--- config.mk ---
export PLATFORM = sky130hd
export DESIGN_NAME = board_controller
export DESIGN_NICKNAME = d
export VERILOG_FILES = /design/src/rtl/board_controller.sv
export SDC_FILE = /design/constraint.sdc
export NUM_CORES = 1
export LEC_CHECK = 0
export CAP_MARGIN = 10
export CORE_AREA = 5 5 87 89
export DETAILED_ROUTE_END_ITERATION = 16
export DIE_AREA = 0 0 92 94
export PLACE_DENSITY = 0.65
export SLEW_MARGIN = 20
export SYNTH_ARGS = -nofsm -noshare
export SYNTH_HDL_FRONTEND = slang
export SYNTH_SLANG_ARGS = --single-unit
--- constraint.sdc ---
create_clock -name clk -period 2.7 [get_ports clk]
set_clock_uncertainty 0.2 [all_clocks]
set_input_delay 0.405 -clock clk [delete_from_list [all_inputs] [get_ports clk]]
set_output_delay 0.405 -clock clk [all_outputs]
set_load 0.03 [all_outputs]
--- src/rtl/board_controller.sv ---
// rtl/board_controller.sv - 4x4 Connect-4 board state and column-drop sequencing
module board_controller (
    input  logic        clk,
    input  logic        rst_n,
    input  logic        new_game,
    input  logic        drop_req,
    input  logic [1:0]  col_sel,
    input  logic [1:0]  game_status,
    output logic [15:0] game_board,
    output logic [15:0] player_cells,
    output logic        current_player,
    output logic        ready,
    output logic        move_err,
    output logic        falling_valid,
    output logic [3:0]  falling_cell,
    output logic        game_over
);

    typedef enum logic [2:0] {
        S_IDLE,
        S_FALL,
        S_COMMIT,
        S_CHECK,
        S_OVER
    } state_t;

    state_t     state;
    logic       chk_cnt;
    logic [1:0] fall_row;
    logic [1:0] col;
    logic [3:0] below_idx;
    logic [3:0] cur_idx;
    logic       below_occupied;

    // Row 0 is the top of the board, so indices decrease as the token falls.
    function automatic logic [3:0] cell_idx(input logic [1:0] r, input logic [1:0] c);
        return 4'd12 - {r, 2'b00} + {2'b00, c};
    endfunction

    assign cur_idx        = cell_idx(fall_row, col);
    assign below_idx      = cell_idx(fall_row + 2'd1, col);
    assign below_occupied = game_board[below_idx];

    always_ff @(posedge clk or negedge rst_n) begin
        if (!rst_n) begin
            state          <= S_IDLE;
            chk_cnt        <= 1'b0;
            fall_row       <= 2'd0;
            col            <= 2'd0;
            game_board     <= 16'h0000;
            player_cells   <= 16'h0000;
            current_player <= 1'b0;
            ready          <= 1'b1;
            move_err       <= 1'b0;
            falling_valid  <= 1'b0;
            falling_cell   <= 4'd0;
            game_over      <= 1'b0;
        end else if (new_game) begin
            state          <= S_IDLE;
            chk_cnt        <= 1'b0;
            fall_row       <= 2'd0;
            col            <= 2'd0;
            game_board     <= 16'h0000;
            player_cells   <= 16'h0000;
            current_player <= 1'b0;
            ready          <= 1'b1;
            move_err       <= 1'b0;
            falling_valid  <= 1'b0;
            falling_cell   <= 4'd0;
            game_over      <= 1'b0;
        end else begin
            move_err <= 1'b0;
            case (state)
                S_IDLE: begin
                    if (drop_req) begin
                        if (game_board[4'd12 + {2'b00, col_sel}]) begin
                            move_err <= 1'b1;
                        end else begin
                            col           <= col_sel;
                            fall_row      <= 2'd0;
                            state         <= S_FALL;
                            ready         <= 1'b0;
                            falling_valid <= 1'b1;
                            falling_cell  <= cell_idx(2'd0, col_sel);
                        end
                    end
                end
                S_FALL: begin
                    if (fall_row == 2'd3 || below_occupied) begin
                        state         <= S_COMMIT;
                        falling_valid <= 1'b0;
                        falling_cell  <= 4'd0;
                    end else begin
                        fall_row     <= fall_row + 2'd1;
                        falling_cell <= below_idx;
                    end
                end
                S_COMMIT: begin
                    game_board[cur_idx]   <= 1'b1;
                    player_cells[cur_idx] <= current_player;
                    chk_cnt               <= 1'b0;
                    state                 <= S_CHECK;
                end
                S_CHECK: begin
                    // Second cycle gives the detector's registered status time to see the new cell.
                    if (!chk_cnt) begin
                        chk_cnt <= 1'b1;
                    end else if (game_status == 2'b00) begin
                        current_player <= ~current_player;
                        ready          <= 1'b1;
                        state          <= S_IDLE;
                    end else begin
                        game_over <= 1'b1;
                        state     <= S_OVER;
                    end
                end
                S_OVER: begin
                    if (drop_req) begin
                        move_err <= 1'b1;
                    end
                end
                default: begin
                    state <= S_IDLE;
                    ready <= 1'b1;
                end
            endcase
        end
    end

endmodule
==> ci_impl_report.md <==
### Metrics collected by this job

| Metric | Value |
|---|---|
| Outcome | finished with violations |
| Failing checks | hold timing |
| Hold crit path type | primary input to asynchronous set/reset pin |
| Grt ovf | 0 |
| Setup CP Type | flop to flop |
| Fmax | 424 MHz |
| Core Box Area | 6680 um^2 |
| Vias in the first global route | 1934 |
| Post-Synthesis Cells | 247 |
| Fin util | 46.5% |
| I/O Pins | 49 |
| Share of cells above drive strength 1 | 12.4% |
| Synthesis Warnings | 0 |
| Fin crit share | 87.3% |
| Final hold vios | 9 |
| Power per cell area | 630 nW/um^2 |
| Final wirelength | 5900 um |
| # port buffers | 48 |
| H-tree lvl count | 2 |
| CP startpoint kind | flop |
| Synth-to-Final Area Change | 28.1% |
| Crit. End Element | flop |
| Antenna Violating Nets Remaining | 0 |
| Routability cong. | 0.752 |
| Hold buffers post-CTS | 0 |
| Mapped Nets | 256 |
| Worst-Margin Slew | 0.643 ns |
| Leakage | 0.00136 uW |
| EDFF count, synth | 0 |
| Clock sink count | 49 |
| Max_slew headroom | 57.2% |
| Detailed Routing Iterations Pass 1 | 4 |
| Via density | 5.21 |
| Arr. time, crit path | 2.35 ns |
| RSZ-0062 raised after global routing | false |
| Power Total | 1960 uW |
| Root Buffer | clkbuf_8 |
| Clk buf depth | 2 |
| Row count | 30 |
| Crit path max fanout | 11 |
| Chip Height | 94 um |
| Synthesized area | 2420 um^2 |
| CP required | 2.70 ns |
| Post-CTS Setup Bufs | 0 |
| Register share after synthesis | 50.6% |
| Final min period | 2.36 ns |
| Die ar. | 8650 um^2 |
| Final setup TNS | 0 ns |
| Clock slew seen by the registers of the worst setup and hold paths | 0.09 ns |
| Ys flop type | dfrtp_1 |
| Residual DRC | 0 |
| DP HPWL | 4140 um |
| Distinct cells, synth | 47 |
| Final setup viols | 0 |
| First DRT Iteration DRCs | 125 |
| Cts bufs inserted | 5 |
| Gr busiest metal | met2 |
| OpenROAD warning count | 26 |
| Max VDD drop | 0.000230 V |
| Grt met2 use | 23.2% |
| Met3 usage | 2.40% |
| Met1 usage | 18.4% |
| Fin Hold WS | -0.0163 ns |
| Clk Latency, worst-skew pair | 0.31 ns |
==> synth_stat cells (all sizes together), types with 2 or more instances <==
library cell	number	area, um^2
nor2b	2	12.5
clkbuf	11	41.3
nand2b	5	31.3
nand3	18	90.1
o31a	2	17.5
o2bb2ai	2	17.5
dfrtp	48	1200
nor4	3	25.0
o21ai	5	25.0
a21o	3	22.5
a21oi	30	150
nor3b	3	32.5
mux4	3	67.6
mux2i	11	110
mux2	3	33.8
nor3	8	55.1
nand2	23	86.3
nor2	29	109
inv	10	37.5
o21a	2	15.0
buf	7	43.8
==> area by class of cell <==
| cell class | count | area (um^2) |
|---|---|---|
| inverters | 10 | 37.5 |
| clock buffers | 6 | 72.6 |
| repair buffers | 62 | 581 |
| multi-input cells | 170 | 1070 |
| fillers | 643 | 3570 |
| well taps | 80 | 100 |
| flip-flops and latches | 49 | 1230 |
| clock inverters | 2 | 13.8 |
==> flip-flops by register name (all words and copies together), names as in the netlist <==
name	flops
game_board	16
player_cells	16
falling_cell	4
state	3
col	2
fall_row	2
chk_cnt	1
current_player	1
falling_valid	1
game_over	1
move_err	1
ready	1
==> critical path, cell delays in order (launching register included) <==
cell	delay (ns)
dfrtp_1	0.68
mux2_1	0.38
nor4_1	0.37
a2111oi_4	0.09
o21a_1	0.24
a211o_1	0.29
==> power by group <==
part	internal, uW	leakage, uW	total, uW	switching, uW
Combinational	268	0.000637	599	331
Sequential	798	0.000673	917	118
Clock	185	0.0000456	442	257
Total	1250	0.00136	1960	707
==> layout by cell type (no fill, tap or decap), types with 10 or more instances in the layout <==
cell	n
a21oi_1	30
buf_4	14
clkdlybuf4s50_1	47
dfrtp_1	48
inv_1	10
mux2i_1	11
nand2_1	23
nand3_1	18
nor2_1	29
==> metrics by stage <==
step,cell area (um^2),worst slack [ns],std cells
6_report,3110,0.344,379
5_1_grt,3110,0.164,379
4_1_cts,3110,0.316,379
3_5_place_dp,3020,0.171,371
3_3_place_gp,3020,0.166,371
2_1_floorplan,2420,0.617,247
==> path summary, 6_finish.rpt <==
check | from | to | depth (start not counted)
min | rst_n | player_cells[6]$_DFFE_PN0P_ | 2
max in group asynchronous | rst_n | game_board[5]$_DFFE_PN0P_ | 2
min in group clk | ready$_DFFE_PN1P_ | ready$_DFFE_PN1P_ | 1
max reg2reg | col[0]$_DFFE_PN0P_ | fall_row[1]$_DFFE_PN0P_ | 5
min reg2reg | ready$_DFFE_PN1P_ | ready$_DFFE_PN1P_ | 1
max | col[0]$_DFFE_PN0P_ | fall_row[1]$_DFFE_PN0P_ | 5
==> kinds of logic after synthesis <==
family                   Yosys count  synth area share [%]
AND-OR/OR-AND                     54                  14.4
XOR/XNOR                           1                 0.361
adder cells (fa/ha/maj)            1                 0.516
buffers and inverters             28                  5.06
flip-flops                        49                  50.6
multiplexers                      17                  8.72
AND/OR/NAND/NOR                   97                  20.3
==> layer usage <==
metal	up-vias	part of all wire (%)
met5	-	0
met4	0	1.8
met3	11	3.7
met2	35	48
met1	964	47
li1	966	-
metal_stack.png
The bar under the picture is 20 um long.
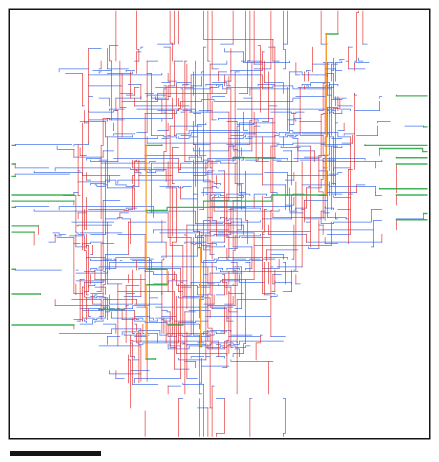
[met2] red | wire length: 2820 um
[met4] orange | wire length: 104 um
[met1] blue | wire length: 2760 um
[met3] green | wire length: 217 um
WL per Instance: 15.6 um
vias: 1976

gate_families.png
The bar under the picture is 20 um long.
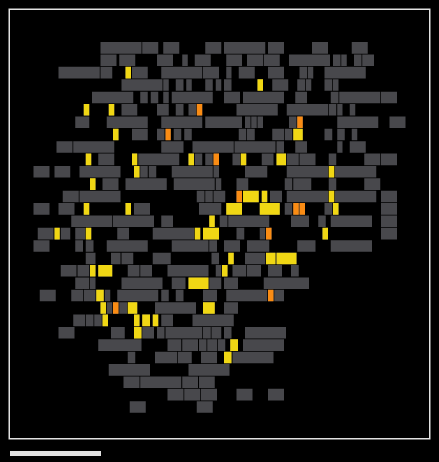
[NOR gates] yellow | cells: 46 | most used: nor2_1
[inverters] orange | cells: 10 | most used: inv_1

final_placement.png
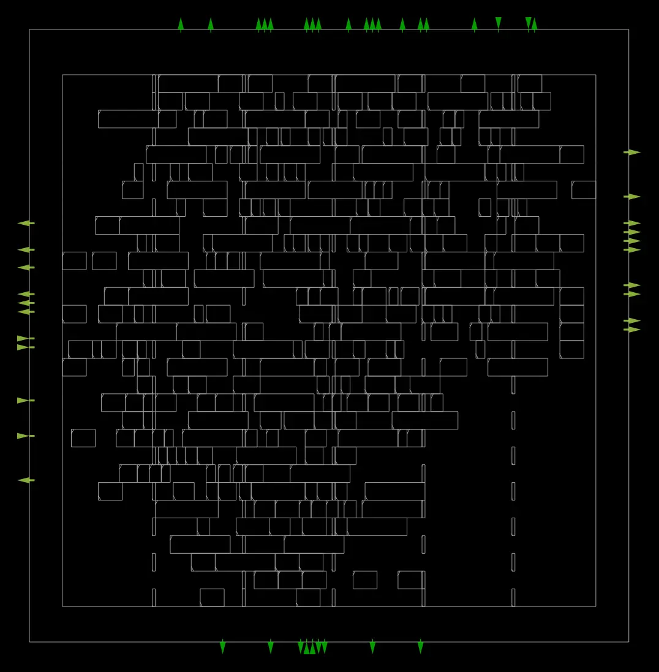
Flop Count: 49
Final Instance Count excl. Fillers: 379

registers.png
The bar under the picture is 20 um long. Other sequential cells in the stronger grey, the rest of the logic in the fainter grey.
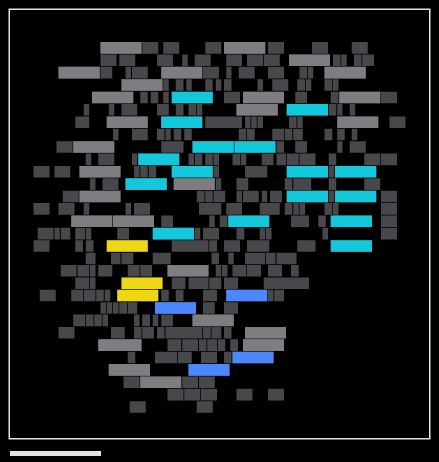
[state] yellow | sequential cells: 3
[falling_cell] blue | sequential cells: 4 | where: bottom centre
[game_board] cyan | sequential cells: 16
not coloured: 26
Seq area share: 39.5%
Seq power: 917 uW

Power and IR drop assume default switching activity.
